gate_families.png
Scale bar: 20 um.
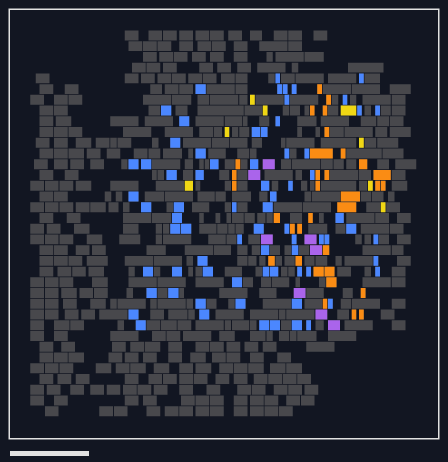
met3.png
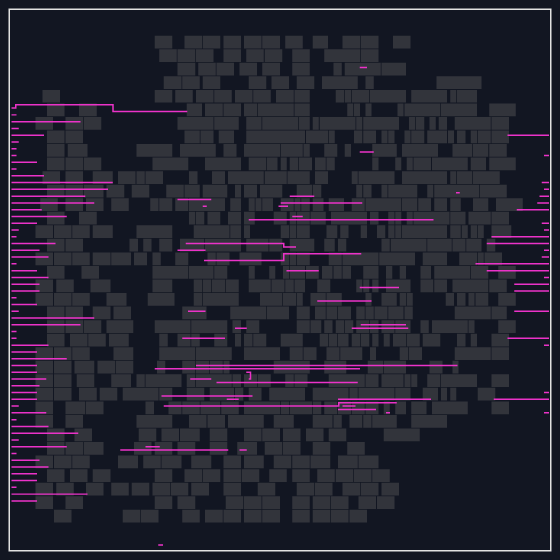
clock_map.png
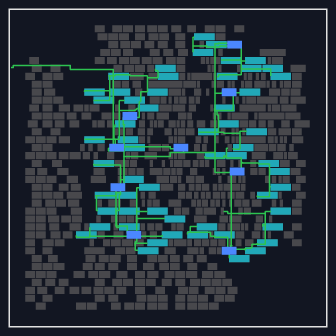
final_congestion.png
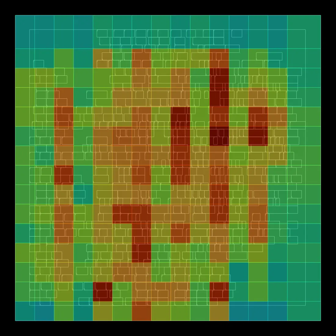
==> config.mk <==
export PLATFORM = sky130hd
export DESIGN_NAME = kogge_share_arb
export DESIGN_NICKNAME = d
export VERILOG_FILES = /design/src/rtl/kogge_share_pkg.sv /design/src/rtl/kogge_adder.sv /design/src/rtl/kogge_rr_arb.sv /design/src/rtl/kogge_share_arb.sv
export SDC_FILE = /design/constraint.sdc
export NUM_CORES = 1
export LEC_CHECK = 0
export CAP_MARGIN = 10
export CORE_MARGIN = 5
export CORE_UTILIZATION = 40
export CTS_CLUSTER_SIZE = 8
export DETAILED_ROUTE_END_ITERATION = 8
export GPL_TIMING_DRIVEN = 0
export PLACE_DENSITY = 0.78
export RECOVER_POWER = 50
export SLEW_MARGIN = 20
export SYNTH_ARGS = -nofsm -noshare
export SYNTH_HDL_FRONTEND = slang
export SYNTH_SLANG_ARGS = --single-unit
==> constraint.sdc <==
create_clock -name clk -period 2.8 [get_ports clk]
set_input_delay 0.84 -clock clk [delete_from_list [all_inputs] [get_ports clk]]
set_output_delay 0.84 -clock clk [all_outputs]
set_load 0.05 [all_outputs]
==> summary.txt <==
Quick summary of the implementation run below.

After synthesis, the largest family of logic cells by area is multiplexers. The placer congestion estimate is about 0.89. For the pin with the worst max-slew slack, the measured transition is 521.8 ps. The die height came out at about 110 um. After synthesis, the share of cell area in mux cells is 0.2431. In this run the tightest slew margin relative to its limit is 0.6521. The arrival time of data at the critical path endpoint is around 2200 ps. Warnings reported by Yosys during synthesis add up to 0. The initial antenna violation count is 0.

Hold-check failures listed in the final report amount to 0. The area occupied by registers is roughly 1100 um2. The combinational power share is 0.500.

The leftover overflow at the end of global routing came out at 0. The combinational-cell power consumption is roughly 1.8 mW. The pin count of the biggest net entering global routing is 11. The count of instantiated cells in the yosys netlist is 429. Max-slew check failures listed in the final report amount to 0. The total half-perimeter wirelength after legalization and detailed placement is 9637 um. The report lists the number of standard-cell rows as 36. The stage delay of the slowest cell on the critical path is between 400 and 500 ps.

The post-synthesis area per instance came out at approximately 9.0 um2. The number of clock sinks seen by CTS is approximately 57. In the final routed layout, each cell accounts on average for 16.39 um. The number of flip-flops and latches is approximately 57. The XOR/XNOR share of the synthesized area is 0.01808. The checks that failed: negative setup slack.

Per report_power, the top consumer among the power groups is combinational logic. The layout has 8 inverters outside the clock class. The count of cell instances traversed by the critical path came out at 9. The first TritonRoute pass finished after 4 iterations. The count of placed standard cells including taps is a little over 700. The post-detailed-placement cell area is around 5700 um2.

Compared with the post-synthesis result, the final layout area differs by 55.81%. The commonest cells after synthesis are sky130_fd_sc_hd__mux2i_1 (66), sky130_fd_sc_hd__dfxtp_1 (57), sky130_fd_sc_hd__nand3b_1 (33), sky130_fd_sc_hd__nand2_1 (27). The number of top-level pins is about 160.

The number of filler instances in the final layout is about 800. Per STA, the worst path is made up of buf_8, nor2b_4, a21oi_2, nor2_1, a211o_2, buf_6, ha_4, and2_4, buf_8. The first global-routing pass estimated between 15000 and 20000 um of wire. The summed standard-cell area reported by yosys is just under 4000 um2. The tightest hold margin came out at roughly 450 ps.

The sequential power is around 1.1 mW. Setup repair after global routing could not meet its margin everywhere. The fraction of synthesized cell area taken by the top area cell type is 0.2944. In this run the standard cell core region covers 9594 um2. The net switching power figure came out at around 1.3 mW.

The timing report attributes the biggest portion of critical-path delay to AND-OR/OR-AND gates. For reference, the most critical setup path is categorized as input pin to output port. After detailed routing, the number of vias per cell comes to roughly 5.2. The net count after synthesis is 584. The required time reported for the critical path endpoint is between 1500 and 2000 ps. The total CTS buffers is 9.

The highest layer touched by signal routing is met4. The worst setup path is captured at an output port. The horizontal extent of the die is about 110 um. The overall power of the completed layout is 3.515 mW. For this run, the register share of the synthesized area comes to 0.2944. By area the synthesized netlist is led by sky130_fd_sc_hd__dfxtp_1 (29%), sky130_fd_sc_hd__mux2i_1 (17%), sky130_fd_sc_hd__mux2_2 (7.3%).

Of the total power, the share spent switching nets is 0.3747. The area of the mapped netlist is between 3000 and 4000 um2. The analysis attributes to cell leakage a power of ~2.6 nW. 0 antenna diodes ended up in the layout. The worst-case vdd ir drop came out at between 200 and 250 uV. The largest cell class by area is combinational gates. The post-CTS setup buffer count came out at 8.

The cell sitting at the root of the clock tree is a sky130_fd_sc_hd__clkbuf_8. After detailed routing, the met2 layer carries about 6000 um of wire. The met3 wirelength from detailed routing is about 940 um. The number of tap cells added at floorplan came out at 133.

The total routed wire length on the met1 layer is 4988 um. The most common cell in the synthesized netlist is sky130_fd_sc_hd__mux2i_1. The clock tree skew after final layout came out at 7.224 ps. The reg2reg setup slack came out at 500 ps. The count of cells along the worst register-to-register path is 8.

The worst setup path is launched from an input pin. The report counts max-capacitance violations totalling 0. The core utilization before placement is 0.4040. The total buffers and inverters traversed by the critical path came out at 3. The count of endpoints failing setup in the final report is 4. The fraction of the core area covered by cells at the end of the flow came out at 0.6295. The simple-gate area share of the yosys netlist is 0.1659. The H-tree was split into 3 levels.

The design internal power came out at 2.198 mW. The multi-input combinational gate total is about 340. In the finished design, the share of the clock period the worst path needs comes to 1.085.

The final timing report derives a shortest allowable period of a little over 3000 ps. The power per cell area is 582.0 nW/um2. The global-route track usage on met2 is 0.3689. Summed over all routing layers, the global router reports a total usage of 0.2100. The sequential power share is 0.307. Counting stages on the worst path, the most repeated cell is sky130_fd_sc_hd__buf_8. The number of cells on the worst hold path is 2.

The register clock-pin slew on the reported worst setup and hold paths came out at roughly 60 ps. The fraction of final layout cells sized beyond drive strength 1 came out at 0.1461. The minimum setup slack after placement is -1590 ps. Of all flip-flops after synthesis, the portion carrying an async set or reset was 0.

According to the hold report, the worst path is of the flop to flop type. The timing-limited maximum frequency came out at roughly 0.33 GHz. Setup slack on the critical path of the routed design comes to -236.8 ps. The post-cts hold buffer count is 0.

The sequential share of cell area came out at 0.1889. The share of synthesized cell area in and-or and or-and compound cells came out at 0.1643. The total tool warning count came out at 32.

The fraction of final cell area spent on clock buffers and inverters in this run is 0.02880. The flop and latch count out of synthesis came out at 57. Ranking logic cells in the layout by count gives the top entries sky130_fd_sc_hd__clkdlybuf4s50_1 (148), sky130_fd_sc_hd__mux2i_1 (66), sky130_fd_sc_hd__dfxtp_1 (57). Per the STA report, the cell with the highest stage delay on the worst path is sky130_fd_sc_hd__a211o_2.

The number of different library cells in the post-synthesis netlist is between 50 and 60. The number of gates resized after CTS was around 75. Looking at the clock tree report, the maximum root-to-sink buffer count equals 2. The number of enable flip-flop cells came out at 0. The cell accounting for the most synthesized area is sky130_fd_sc_hd__dfxtp_1. The count of nets left with antenna violations after detail routing came out at 0. The clock buffer instance count of the final layout is 13.

STA lists the maximum fanout along the critical path as 5. In this run, the number of DRC markers left after iteration 0 of detailed routing was around 180. The post-synthesis share of cell area spent on full adders, half adders and majority gates came out at 0.06649.

The run finished, with violations left.
Back to the opening pictures, gate_families.png:
NAND gates: shown in blue, cells 72, most used nand3b_1. NOR gates: shown in orange, cells 33, most used nor2_1. XOR/XNOR gates: shown in purple, cells 8, most used xnor2_1. inverters: shown in yellow, cells 8, most used inv_1.
highest-count logic cell in the final layout: sky130_fd_sc_hd__clkdlybuf4s50_1
final standard cell count with taps included and fillers excluded: 742
multi-input gate share of the layout cell area: 0.4411

Back to the opening pictures, met3.png:
The wires run mostly horizontal. The layer carries 940 um of wire. 105 nets have wire on it. The layer holds 7.7% of the routed length.
via count: 3871
met3 demand-to-capacity share in global routing: 0.05134
DRT Wirelength: 12160 um

Back to the opening pictures, clock_map.png:
flip-flops: shown in cyan, count 57. cells driving clock nets: shown in blue, count 9. clock wires: shown in green, length 739 um.
There are 10 routed clock nets.
power of the clock network: 0.678 mW
portion of total power attributed to the clock network: 0.193
insertion delay of the later-clocked pin in the worst-skew pair: 340 ps

Back to the opening pictures, final_congestion.png:
GR met1 Demand/Resource: 0.2460
layer carrying the most global-route usage: met2

Power figures rest on the tool's default switching activity, not on a simulated workload.
